File: src/rtl/pcie_tlp_pkg.sv
// rtl/pcie_tlp_pkg.sv - TLP constants, header index and TX state encodings
package pcie_tlp_pkg;

    localparam logic [1:0] FMT_3DW_D = 2'b10;
    localparam logic [4:0] TYPE_MEM  = 5'b00000;

    typedef enum logic [2:0] {
        HW_0 = 3'd0,
        HW_1 = 3'd1,
        HW_2 = 3'd2,
        HW_3 = 3'd3,
        HW_4 = 3'd4,
        HW_5 = 3'd5
    } hdr_idx_e;

    localparam logic [2:0] ST_IDLE   = 3'd0;
    localparam logic [2:0] ST_CREDIT = 3'd1;
    localparam logic [2:0] ST_REQ    = 3'd2;
    localparam logic [2:0] ST_HDR    = 3'd3;
    localparam logic [2:0] ST_DATA   = 3'd4;

    typedef enum logic [2:0] {
        IDLE   = ST_IDLE,
        CREDIT = ST_CREDIT,
        REQ    = ST_REQ,
        HDR    = ST_HDR,
        DATA   = ST_DATA
    } tx_state_e;

    // Posted data credits are 16-byte units, i.e. four dwords each.
    function automatic logic [6:0] pd_need(input logic [7:0] len_dw);
        logic [8:0] sum;
        sum = {1'b0, len_dw} + 9'd3;
        return sum[8:2];
    endfunction

endpackage

File: src/rtl/pcie_p_credit_chk.sv
// rtl/pcie_p_credit_chk.sv - posted header/data credit compare with infinite-credit handling
module pcie_p_credit_chk (
    input  logic [8:0]  ca_ph,
    input  logic [12:0] ca_pd,
    input  logic [6:0]  need_pd,
    output logic        ok
);

    logic ph_ok;
    logic pd_ok;

    // The top bit of each credit field advertises infinite credit.
    assign ph_ok = ca_ph[8]  || (ca_ph[7:0] != 8'd0);
    assign pd_ok = ca_pd[12] || (ca_pd[11:0] >= {5'd0, need_pd});
    assign ok    = ph_ok && pd_ok;

endmodule

File: src/rtl/pcie_mwr_tx.sv
// rtl/pcie_mwr_tx.sv - posted MWr TLP transmitter for the 16-bit VC0 TX port
module pcie_mwr_tx
    import pcie_tlp_pkg::*;
#(
    parameter int MAX_LEN_DW = 32
) (
    input  logic        pcie_clk,
    input  logic        sys_rst,
    input  logic [7:0]  bus_num,
    input  logic [4:0]  dev_num,
    input  logic [2:0]  func_num,
    input  logic        wr_req,
    input  logic [31:0] wr_adr,
    input  logic [7:0]  wr_len,
    output logic        wr_busy,
    output logic        wr_err,
    output logic        dat_rd,
    input  logic [15:0] dat_in,
    output logic        tx_req,
    input  logic        tx_rdy,
    output logic        tx_st,
    output logic        tx_end,
    output logic [15:0] tx_data,
    input  logic [8:0]  tx_ca_ph,
    input  logic [12:0] tx_ca_pd,
    input  logic        tx_ca_p_recheck
);

    tx_state_e   state;
    tx_state_e   state_n;
    hdr_idx_e    hidx;
    logic [7:0]  len_q;
    logic [31:0] adr_q;
    logic [8:0]  cnt;
    logic        len_ok;
    logic        credit_ok;
    logic [3:0]  last_be;
    logic [15:0] hdr_word;

    assign len_ok  = (wr_len != 8'd0) && (int'(wr_len) <= MAX_LEN_DW);
    assign last_be = (len_q > 8'd1) ? 4'hF : 4'h0;
    assign wr_busy = (state != IDLE);

    pcie_p_credit_chk u_credit (
        .ca_ph   (tx_ca_ph),
        .ca_pd   (tx_ca_pd),
        .need_pd (pd_need(len_q)),
        .ok      (credit_ok)
    );

    always_comb begin
        hdr_word = 16'h0000;
        case (hidx)
            HW_0:    hdr_word = {1'b0, FMT_3DW_D, TYPE_MEM, 1'b0, 3'b000, 4'b0000};
            HW_1:    hdr_word = {6'b0, 2'b00, len_q};
            HW_2:    hdr_word = {bus_num, dev_num, func_num};
            HW_3:    hdr_word = {8'h00, last_be, 4'hF};
            HW_4:    hdr_word = adr_q[31:16];
            HW_5:    hdr_word = adr_q[15:0];
            default: hdr_word = 16'h0000;
        endcase
    end

    always_comb begin
        state_n = state;
        tx_req  = 1'b0;
        tx_st   = 1'b0;
        tx_end  = 1'b0;
        dat_rd  = 1'b0;
        tx_data = 16'h0000;
        case (state)
            IDLE: begin
                if (wr_req && len_ok) state_n = CREDIT;
            end
            CREDIT: begin
                if (credit_ok) state_n = REQ;
            end
            REQ: begin
                tx_req = 1'b1;
                if (tx_rdy)
                    state_n = HDR;
                else if (tx_ca_p_recheck && !credit_ok)
                    state_n = CREDIT;
            end
            HDR: begin
                tx_data = hdr_word;
                tx_st   = tx_rdy && (hidx == HW_0);
                if (tx_rdy && (hidx == HW_5)) state_n = DATA;
            end
            DATA: begin
                // FWFT source: dat_in already holds the word that dat_rd pops.
                tx_data = dat_in;
                dat_rd  = tx_rdy;
                tx_end  = tx_rdy && (cnt == 9'd0);
                if (tx_rdy && (cnt == 9'd0)) state_n = IDLE;
            end
            default: state_n = IDLE;
        endcase
    end

    always_ff @(posedge pcie_clk or posedge sys_rst) begin
        if (sys_rst) begin
            state  <= IDLE;
            hidx   <= HW_0;
            len_q  <= 8'd0;
            adr_q  <= 32'd0;
            cnt    <= 9'd0;
            wr_err <= 1'b0;
        end else begin
            state  <= state_n;
            wr_err <= (state == IDLE) && wr_req && !len_ok;
            if ((state == IDLE) && wr_req && len_ok) begin
                len_q <= wr_len;
                adr_q <= wr_adr & ~32'h3;
            end
            if ((state == HDR) && tx_rdy) begin
                if (hidx == HW_5) begin
                    hidx <= HW_0;
                    cnt  <= {len_q, 1'b0} - 9'd1;
                end else begin
                    hidx <= hdr_idx_e'(hidx + 3'd1);
                end
            end
            if ((state == DATA) && tx_rdy && (cnt != 9'd0))
                cnt <= cnt - 9'd1;
        end
    end

endmodule

File: config.mk
export PLATFORM = sky130hd
export DESIGN_NAME = pcie_mwr_tx
export DESIGN_NICKNAME = d
export VERILOG_FILES = /design/src/rtl/pcie_tlp_pkg.sv /design/src/rtl/pcie_p_credit_chk.sv /design/src/rtl/pcie_mwr_tx.sv
export SDC_FILE = /design/constraint.sdc
export NUM_CORES = 1
export LEC_CHECK = 0
export ABC_AREA = 1
export CAP_MARGIN = 20
export CORE_MARGIN = 2
export CORE_UTILIZATION = 50
export DETAILED_ROUTE_END_ITERATION = 7
export HOLD_SLACK_MARGIN = 0.12
export PLACE_DENSITY = 0.95
export REMOVE_ABC_BUFFERS = 1
export SLEW_MARGIN = 20
export SYNTH_ARGS = -nofsm -noshare
export SYNTH_HDL_FRONTEND = slang
export SYNTH_SLANG_ARGS = --single-unit
File: constraint.sdc
create_clock -name pcie_clk -period 6 [get_ports pcie_clk]
set_input_delay 1.5 -clock pcie_clk [delete_from_list [all_inputs] [get_ports pcie_clk]]
set_output_delay 1.5 -clock pcie_clk [all_outputs]
set_load 0.1 [all_outputs]
Figure 1. Routed metal, one colour a layer.
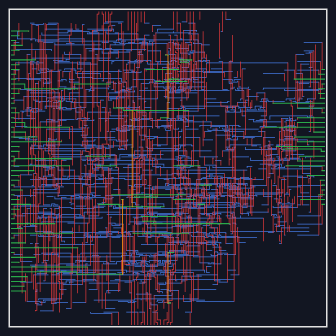
- orange: met4 (wire length 80.2 µm)
- blue: met1 (wire length 4010 µm)
- green: met3 (wire length 651 µm)
- red: met2 (wire length 4840 µm)
Routed WL per cell: 14.5 µm
DRT Wirelength: 9.58 mm
Via Count: 3450

Figure 2. The clock network.
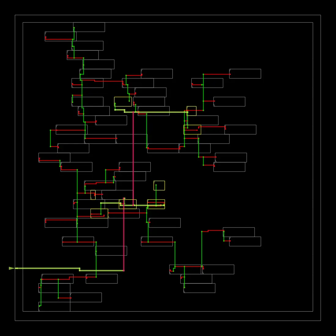
Power Clock: 0.000207 W
Worst Skew: 0.0127 ns

Figure 3. Gate families picked out.
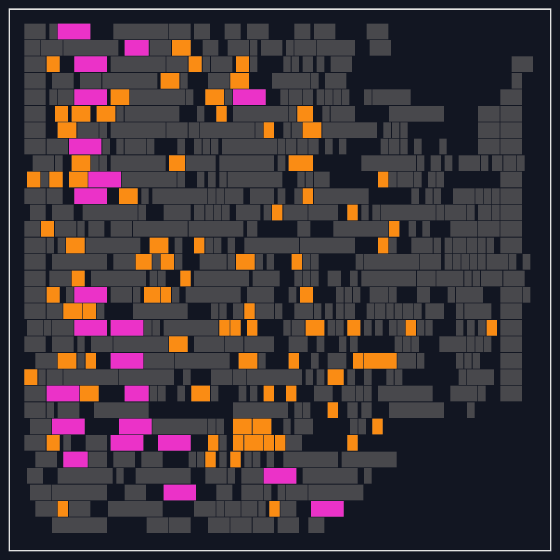
- orange: inverting AOI/OAI gates (cells 81)
- magenta: multiplexers (cells 22)
most frequent logic cell in the layout: clkdlybuf4s50_1
Cell Count, Final, Fillers Out: 660
combinational share of cell area: 0.386

Figure 4. Port wiring.
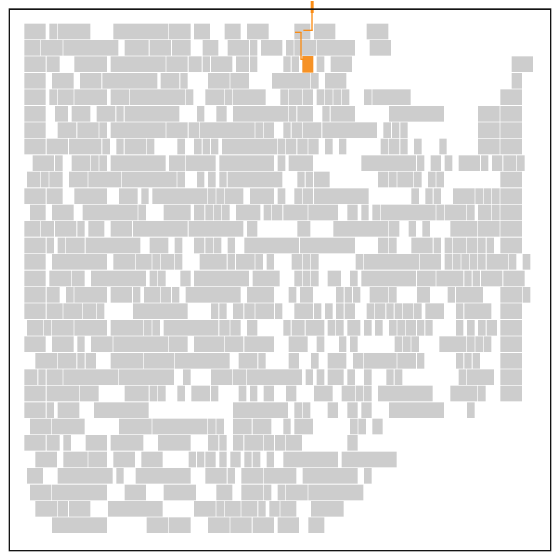
- orange: tx_end (bits 1; direction output; edge top; end cells 1; buffers 1; wire 10.1 µm)

==> flow_summary.json <==
{
  "run_status": "finished, final reports clean",
  "io_buffer_count": 118,
  "rsz0062_at_grt": "false",
  "r2r_cells": 15,
  "netlist_area_um2": 3630,
  "ys_ff": 54,
  "syn2layout_area_growth_pct": 34.9,
  "flop_area_um2": 1350,
  "tightest_slew_ns": 0.968,
  "grt_max_degree": 55,
  "async_flop_share": 1.00,
  "core_um2": 7140,
  "max_freq_ghz": 0.228,
  "ys_cells": 447,
  "cts_hold_buffers": 0,
  "dp.final_hpwl_mm": 7.49,
  "cp_slowest_stage_delay_ns": 0.49,
  "tns_ns": 0,
  "grt_antenna_before_repair": 0,
  "cts_inserted_buffers": 5,
  "syn_inst": 447,
  "cp-start-kind": "input pin",
  "grt_overflow": 0,
  "cp_common_cell": "inv_1",
  "grt_use_total": 0.250,
  "ir_worst_vdd_mv": 0.267,
  "nNetsFinal": 670,
  "rr_startpoint": "len_q[0]",
  "top_cell": "nand2_1",
  "tritoncts": "built",
  "initCoreUtil": 0.509,
  "clkLatencyLatePin_ns": 0.32,
  "finalClockPeriodUsage": 0.732,
  "netlist-cell-type-count": 44,
  "cts.sinks": 54,
  "yosys_area_um2": 3630,
  "post_cts_buffers": 0,
  "edf_count": 0,
  "mostFrequentLayoutCells": "99 x clkdlybuf4s50_1, 88 x nand2_1, 74 x inv_1",
  "yosys_warnings": 0,
  "root_buffer": "clkbuf_8",
  "drive_gt1_frac": 0.139,
  "rows": 31,
  "cp.arrival_ns": 2.89,
  "drc": 0,
  "hold_start": "adr_q[21]",
  "flop_cell": "dfrtp_1",
  "diodes": 0,
  "clk_pin_slew_ns": 0.10,
  "dr.pass1.iters": 5,
  "die_h_um": 89.2,
  "slew_viol_final": 0,
  "num_io_pins": 121,
  "cp-end-kind": "output port",
  "hold_depth": 1,
  "die_x_um": 89.2,
  "fillCellCount": 575,
  "cpMaxStageDelayCell": "clkdlybuf4s50_1"
}
==> flip-flops by register name, summed over array words and instances, names as in the netlist <==
register,count
hidx,3
cnt,9
wr_err,1
len_q,8
state,3
adr_q,30
==> logic make-up (layout without fill, tap and decap cells) <==
family          Yosys count  in the layout  share of synthesized area
simple gates            173            173                      0.215
buf+inv                  94            208                      0.108
compound gates           82             82                      0.153
flops                    54             54                      0.372
mux                      22             22                     0.0879
fa+ha+maj                11             11                     0.0379
xor+xnor                 11             11                     0.0265
==> critical path, delay by kind of cell <==
kind	cells	cell delay, ns
buffers and inverters	4	1.06
AND/OR/NAND/NOR	2	0.33
==> report_power, final <==
part	switching, W	internal [W]
Sequential	0.000128	0.000523
Clock	0.000123	0.0000841
Combinational	0.000714	0.000417
==> through the flow <==
| step | util | power, W | instance area, µm² | hold WS [ns] | setup WS (ns) |
|---|---|---|---|---|---|
| after floorplan | - | 0.00147 | 3540 | 0.475 | 0.782 |
| after global placement | 0.674 | 0.00173 | 4810 | 0.490 | 1.63 |
| after detailed placement | 0.674 | 0.00178 | 4810 | 0.496 | 1.60 |
| after CTS | 0.686 | 0.00199 | 4900 | 0.522 | 1.59 |
| after global routing | 0.686 | 0.00213 | 4900 | 0.551 | 1.53 |
| final | 0.686 | 0.00199 | 4900 | 0.523 | 1.61 |
==> layer usage <==
layer	share of wire	up-vias	GRT usage	routed length [µm]
met1	0.42	1611	0.307	4010
met3	0.068	8	0.0480	651
li1	-	1696	-	-
met4	0.0083	0	0.0421	80
met2	0.50	135	0.463	4840
met5	0	-	0	0
==> area by class of cell <==
type                            instances  area share
Inverter                               81      0.0621
Clock inverter                          2     0.00332
Clock buffer                            6      0.0148
Multi-Input combinational cell        299       0.386
Tap cell                               99      0.0253
Sequential cell                        54       0.276
Timing Repair Buffer                  119       0.233
Power is estimated from default activity; no workload was simulated.
